clk_routes.png
Drawn at 4 px/um.
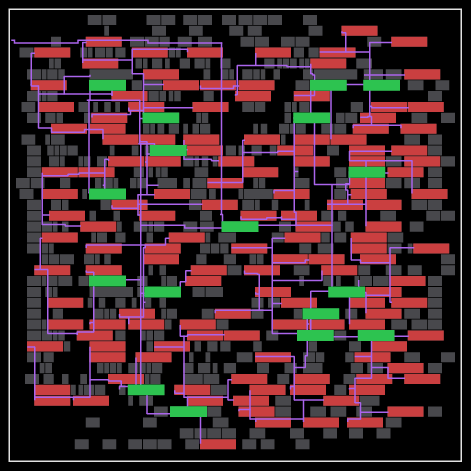
layer_met3.png
Drawn at 3 px/um. Cells faint in the background.
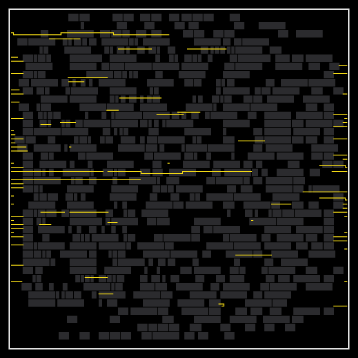
clocks.png
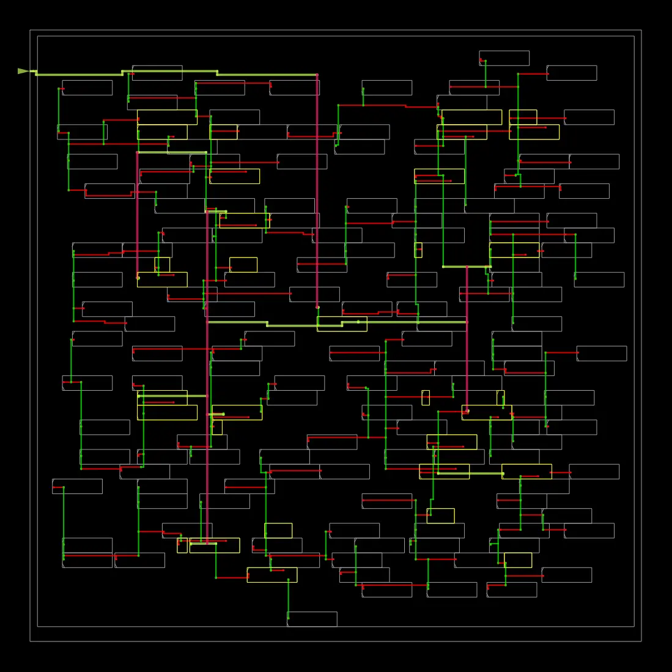
io_fan.png
Drawn at 4 px/um.
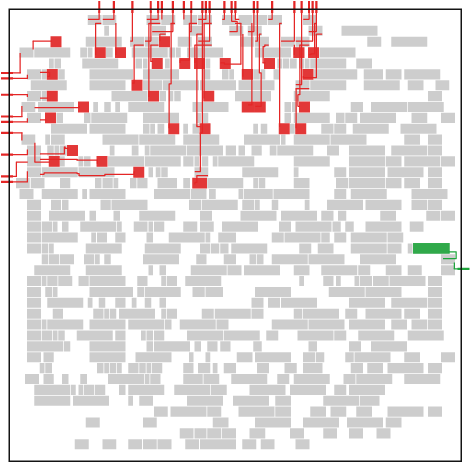
placement_by_type.png
Drawn at 2 px/um.
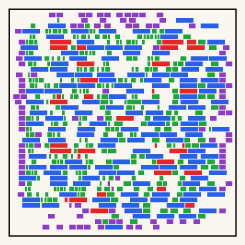
==> src/rtl/serial_subtractor_if.sv <==
// Handshake/operand bundle for serial_subtractor.
// SERIAL_SUB_OVF_EN adds the o_overflow signal to the bundle.
interface serial_subtractor_if #(
  parameter int N = 32
);
  logic         i_start;
  logic [N-1:0] i_minuend;
  logic [N-1:0] i_subtrahend;
  logic         o_busy;
  logic         o_done;
  logic [N-1:0] o_diff;
  logic         o_borrow;
  logic         o_zero;
`ifdef SERIAL_SUB_OVF_EN
  logic         o_overflow;
`endif

  modport master (
    output i_start, i_minuend, i_subtrahend,
    input  o_busy, o_done, o_diff, o_borrow, o_zero
`ifdef SERIAL_SUB_OVF_EN
    , input o_overflow
`endif
  );

  modport slave (
    input  i_start, i_minuend, i_subtrahend,
    output o_busy, o_done, o_diff, o_borrow, o_zero
`ifdef SERIAL_SUB_OVF_EN
    , output o_overflow
`endif
  );
endinterface

==> src/rtl/serial_subtractor.sv <==
// Bit-serial N-bit subtractor D = A - B, one bit per clock through a single borrow flop.
// Optional SERIAL_SUB_OVF_EN adds a signed-overflow output.
module serial_subtractor #(
  parameter int N = 32
) (
  input logic               i_clk,
  input logic               i_rst,
  serial_subtractor_if.slave bus
);
  localparam int CW = $clog2(N);

  typedef enum logic [1:0] {IDLE, SHIFT, DONE} state_t;

  state_t        state_q;
  logic [N-1:0]  a_q, b_q, r_q;
  logic          br_q;
  logic [CW-1:0] cnt_q;
  logic [N-1:0]  diff_q;
  logic          borrow_q, zero_q, done_q;
`ifdef SERIAL_SUB_OVF_EN
  logic          a_msb_q, b_msb_q, ovf_q;
`endif

  logic         a0, b0, d_bit, br_d;
  logic [N-1:0] r_d;

  // One full-subtractor stage; the difference bit enters the result MSB.
  assign a0    = a_q[0];
  assign b0    = b_q[0];
  assign d_bit = a0 ^ b0 ^ br_q;
  assign br_d  = (~a0 & b0) | (~(a0 ^ b0) & br_q);
  assign r_d   = {d_bit, r_q[N-1:1]};

  // NOTE: sequential state uses non-blocking assignments only, so every
  // register samples pre-edge values regardless of statement order.
  always_ff @(posedge i_clk or posedge i_rst) begin
    if (i_rst) begin
      // NOTE: the datapath registers are reset as well, so a reset mid-operation
      // leaves no partial result behind.
      state_q  <= IDLE;
      a_q      <= '0;
      b_q      <= '0;
      r_q      <= '0;
      br_q     <= 1'b0;
      cnt_q    <= '0;
      diff_q   <= '0;
      borrow_q <= 1'b0;
      zero_q   <= 1'b0;
      done_q   <= 1'b0;
`ifdef SERIAL_SUB_OVF_EN
      a_msb_q  <= 1'b0;
      b_msb_q  <= 1'b0;
      ovf_q    <= 1'b0;
`endif
    end else begin
      done_q <= 1'b0;
      case (state_q)
        IDLE, DONE: begin
          if (bus.i_start) begin
            a_q     <= bus.i_minuend;
            b_q     <= bus.i_subtrahend;
            r_q     <= '0;
            br_q    <= 1'b0;
            cnt_q   <= '0;
`ifdef SERIAL_SUB_OVF_EN
            a_msb_q <= bus.i_minuend[N-1];
            b_msb_q <= bus.i_subtrahend[N-1];
`endif
            state_q <= SHIFT;
          end else begin
            state_q <= IDLE;
          end
        end
        SHIFT: begin
          a_q   <= a_q >> 1;
          b_q   <= b_q >> 1;
          r_q   <= r_d;
          br_q  <= br_d;
          cnt_q <= cnt_q + 1'b1;
          if (cnt_q == CW'(N - 1)) begin
            diff_q   <= r_d;
            borrow_q <= br_d;
            zero_q   <= (r_d == '0);
            done_q   <= 1'b1;
`ifdef SERIAL_SUB_OVF_EN
            ovf_q    <= (a_msb_q != b_msb_q) && (r_d[N-1] != a_msb_q);
`endif
            state_q  <= DONE;
          end
        end
        default: state_q <= IDLE;
      endcase
    end
  end

  assign bus.o_busy   = (state_q == SHIFT);
  assign bus.o_done   = done_q;
  assign bus.o_diff   = diff_q;
  assign bus.o_borrow = borrow_q;
  assign bus.o_zero   = zero_q;
`ifdef SERIAL_SUB_OVF_EN
  assign bus.o_overflow = ovf_q;
`endif
endmodule

==> src/flat_wrapper.sv <==
// flat-port wrapper written by rule: the top's interface ports become plain ports
module serial_subtractor_flat 
#(
  parameter int N = 32
)
  (i_clk, i_rst, bus_i_start, bus_i_minuend, bus_i_subtrahend, bus_o_busy, bus_o_done, bus_o_diff, bus_o_borrow, bus_o_zero);
  serial_subtractor_if #(.N(N)) bus_i ();
  input logic i_clk;
  input logic i_rst;
  input wire logic [$bits(bus_i.i_start)-1:0] bus_i_start;
  input wire logic [$bits(bus_i.i_minuend)-1:0] bus_i_minuend;
  input wire logic [$bits(bus_i.i_subtrahend)-1:0] bus_i_subtrahend;
  output wire logic [$bits(bus_i.o_busy)-1:0] bus_o_busy;
  output wire logic [$bits(bus_i.o_done)-1:0] bus_o_done;
  output wire logic [$bits(bus_i.o_diff)-1:0] bus_o_diff;
  output wire logic [$bits(bus_i.o_borrow)-1:0] bus_o_borrow;
  output wire logic [$bits(bus_i.o_zero)-1:0] bus_o_zero;
  assign bus_i.i_start = bus_i_start;
  assign bus_i.i_minuend = bus_i_minuend;
  assign bus_i.i_subtrahend = bus_i_subtrahend;
  assign bus_o_busy = bus_i.o_busy;
  assign bus_o_done = bus_i.o_done;
  assign bus_o_diff = bus_i.o_diff;
  assign bus_o_borrow = bus_i.o_borrow;
  assign bus_o_zero = bus_i.o_zero;
  serial_subtractor #(.N(N)) u_core (.i_clk(i_clk), .i_rst(i_rst), .bus(bus_i));
endmodule
==> config.mk <==
export PLATFORM = sky130hd
export DESIGN_NAME = serial_subtractor_flat
export DESIGN_NICKNAME = d
export VERILOG_FILES = /design/src/rtl/serial_subtractor_if.sv /design/src/rtl/serial_subtractor.sv /design/src/flat_wrapper.sv
export SDC_FILE = /design/constraint.sdc
export NUM_CORES = 1
export LEC_CHECK = 0
export CORE_MARGIN = 1
export CORE_UTILIZATION = 46
export DETAILED_ROUTE_END_ITERATION = 10
export HOLD_SLACK_MARGIN = 0.05
export MAX_ROUTING_LAYER = met4
export PLACE_DENSITY_LB_ADDON = 0.1
export RECOVER_POWER = 100
export SLEW_MARGIN = 20
export SYNTH_ARGS = -nofsm -noshare
export SYNTH_HDL_FRONTEND = slang
export SYNTH_SLANG_ARGS = --single-unit
==> constraint.sdc <==
create_clock -name i_clk -period 5.4 [get_ports i_clk]
set_input_delay 0.54 -clock i_clk [delete_from_list [all_inputs] [get_ports i_clk]]
set_output_delay 0.54 -clock i_clk [all_outputs]
set_load 0.005 [all_outputs]
==> reports/metrics.cfg <==
[min_path]
min-delay-start=u_core.cnt_q[3]
hold_class=reg2reg
hold_path_end=u_core.cnt_q[3]
whs_path_depth=1

[grt]
grtUsageTotal=0.197
grt_pass1_wl_um=18800
grt-ovfl-total=0
antenna_found_initial=0
grt_start_max_net_pins=101
first_global_vias=3812

[placement]
gp_congestion=0.725
pre_cts_ws_ns=2.69
dp_hpwl_um=6760
dp_cells=682

[critical_path]
regToRegSetupSlack_ns=2.22
arrival_ns=3.70
required_ns=5.69
reg2reg_depth=3
cp-end-kind=flop
r2r_end=u_core.r_q[12]
worst-setup-path-type=in2reg
start_kind=primary input
cp_max_fo=67
worstReg2RegStart=u_core.state_q[0]

[layout]
antenna_cells=0
layout_top_cells_excl_fill_tap=138 x dfrtp_1, 65 x clkdlybuf4s50_1, 64 x nand2_1, 62 x nand3_1, 61 x a22oi_1
fill_cells=979
drive_above_1_share=0.109
area_delta_synth_final_pct=28.9
layoutNonFillerInstCount=714
seq_area_mm2=0.00345
logic_area_mm2=0.00192
layout_top_cell=dfrtp_1
nets=624

[detailed_routing]
ant_nets=0
dr.pass1.iters=5
wl_per_cell_um=15.9
first_iter_violations=286
drc_errors=0
viasPerCell=5.63

[final_timing]
final_max_slew_viol_count=211
period_used_share=0.631
whs_ns=0.472
final.setup.worst_slack_ns=2.00
slew_headroom=-0.859
setup-violations-final=0
rsz0062_at_grt=no
max_slew.worst_pin.slew_ns=2.79
tns_ns=0
min_period_ns=3.40
hold_viol=0
timing.fmax_mhz=294

[synth]
ys_async_sr_fraction=1.00
syn-num-nets=538
yosys_cells=468
ys_types=30
ys_area_mm2=0.00563
syn_avg_cell_area_um2=12.0
numSynthFlops=138
syn_area_mm2=0.00563
synth_top_flop_cell=dfrtp_1
edf_count=0
yosys_warnings=0
ys_seq_share=0.613
syn_inst=468

[floorplanning]
dieHeight_um=113
dieWidth_um=113
die_area_mm2=0.0127
fp_util=0.471
coreArea_mm2=0.0120

[run]
openroad.warnings=28
drv_cap=4

[clock_network]
clk_path_buf_depth=2
clkSlewWorstSetupHoldPaths_ns=0.05
cts_tree=done
cts_max_level=4
holdBufCountCts=0
postCtsSetupBuffers=0
ctsResizeCount=0
clockRootBuffer=clkbuf_16

[power_and_ir_drop]
total_power_mw=4.13
power.static_leakage_nw=3.37
peakVddDrop_mv=0.306
p_per_area_mw_per_mm2=570

[run_status]
violations=capacitance limit, slew limit
status=complete, but fails checks

About clk_routes.png:
Key: clock wires = purple [length 1610 um]; flip-flops = red [count 138]; clock drivers = green [count 17]
Position of the flops: all over the die.
worst-skew pair later-pin latency: 0.41 ns
Clock group: 1.21 mW
clock share of power: 0.292
worst clock skew: 0.00673 ns

About layer_met3.png:
The wires run mostly horizontal. The longest straight run is 43.0 um. The layer carries 513 um of wire.
final wirelength: 11300 um
via count: 4022
met3 Use GR: 0.0556

About clocks.png:
FF+latch count: 138
Sink Count: 138
TritonCTS buffer count: 17
clk_buf instances: 26

About io_fan.png:
Key: bus_o_done = green [direction output, edge right, end cells 1, buffers 1, wire 9.40 um]; bus_i_subtrahend = red [direction input, edge 23 top, 9 left, end cells 32, buffers 32, wire 646 um]
I/O Buffers: 102
Top Ports: 103

About placement_by_type.png:
Key: clock drivers and dummy loads = red [cells 32]; sequential cells = blue [cells 138]; combinational and other logic = green [cells 291]; remaining buffers and delay cells = purple [cells 106]
row cnt: 40
fin util: 0.607
cell area after layout: 0.00726 mm2
Seq area share: 0.476

flip-flops by register name, indices dropped and copies added (netlist names):
| register | cells |
|---|---|
| u_core.r_q | 31 |
| u_core.b_q | 32 |
| u_core.cnt_q | 5 |
| u_core.a_q | 32 |
| u_core.bus.o_diff | 32 |
| u_core.br_q | 1 |
| u_core.state_q | 2 |
| u_core.bus.o_done | 1 |
| u_core.bus.o_zero | 1 |
| u_core.bus.o_borrow | 1 |
worst max-delay path: stages:
cell and delay [ns]:
dlygate4sd3_1 0.57, and2b_1 1.69, nor2_4 0.50, a22o_1 0.35
cell families after synthesis:
kind of cell	after synthesis	share of synthesized area
and+or+nand+nor	145	0.121
AOI/OAI and AO/OA	103	0.144
adders and majority gates	3	0.00800
buffers and inverters	45	0.0462
muxes	34	0.0675
DFF	138	0.613
final cells by class:
type	instances	share of cell area
Clock buffer	26	0.0716
Tap cell	147	0.0253
Timing Repair Buffer	106	0.143
Clock inverter	6	0.0148
Sequential cell	138	0.476
Inverter	6	0.00448
Multi-Input combinational cell	285	0.265
worst max-delay path by stage:
stage / startpoint / to / slack (ns)
global placement: u_core.state_q[1] / bus_o_busy / 2.71
detailed placement: u_core.state_q[1] / bus_o_busy / 2.69
floorplan: i_rst / u_core.a_q[0] / 1.16
finish: bus_i_start / u_core.r_q[12] / 2.00
global route: i_rst / u_core.a_q[7] / 1.61
CTS: u_core.state_q[1] / bus_o_busy / 2.24
power breakdown:
group / total (mW) / switching (mW) / internal [mW]
Combinational: 1.20 / 0.600 / 0.600
Sequential: 1.73 / 0.275 / 1.45
Clock: 1.21 / 0.408 / 0.799
Total: 4.13 / 1.28 / 2.85
synthesized netlist by cell type, drive strengths merged (2+ instances only):
library cell | number | area [um2]
ha | 2 | 25.0
clkbuf | 7 | 26.3
nand4 | 3 | 18.8
buf | 32 | 206
inv | 6 | 27.5
nand3 | 62 | 310
a22o | 35 | 307
mux2i | 2 | 20.0
o21ai | 3 | 15.0
nor4 | 8 | 50.1
a22oi | 61 | 458
nand2b | 2 | 12.5
dfrtp | 138 | 3450
mux2 | 32 | 360
nand2 | 64 | 240
metrics by stage:
stage          utilization  instance area [um2]
6_report             0.607                 7260
2_1_floorplan            -                 5630
5_1_grt              0.607                 7260
3_5_place_dp         0.555                 6640
3_3_place_gp         0.555                 6640
4_1_cts              0.608                 7270
per-layer routing:
| metal | share of wire | track usage | vias to the layer above |
|---|---|---|---|
| li1 | - | - | 1904 |
| met5 | 0 | - | - |
| met2 | 0.47 | 0.293 | 103 |
| met3 | 0.045 | 0.0556 | 12 |
| met1 | 0.47 | 0.255 | 2003 |
| met4 | 0.014 | 0.0773 | 0 |
Power and IR drop assume default switching activity.
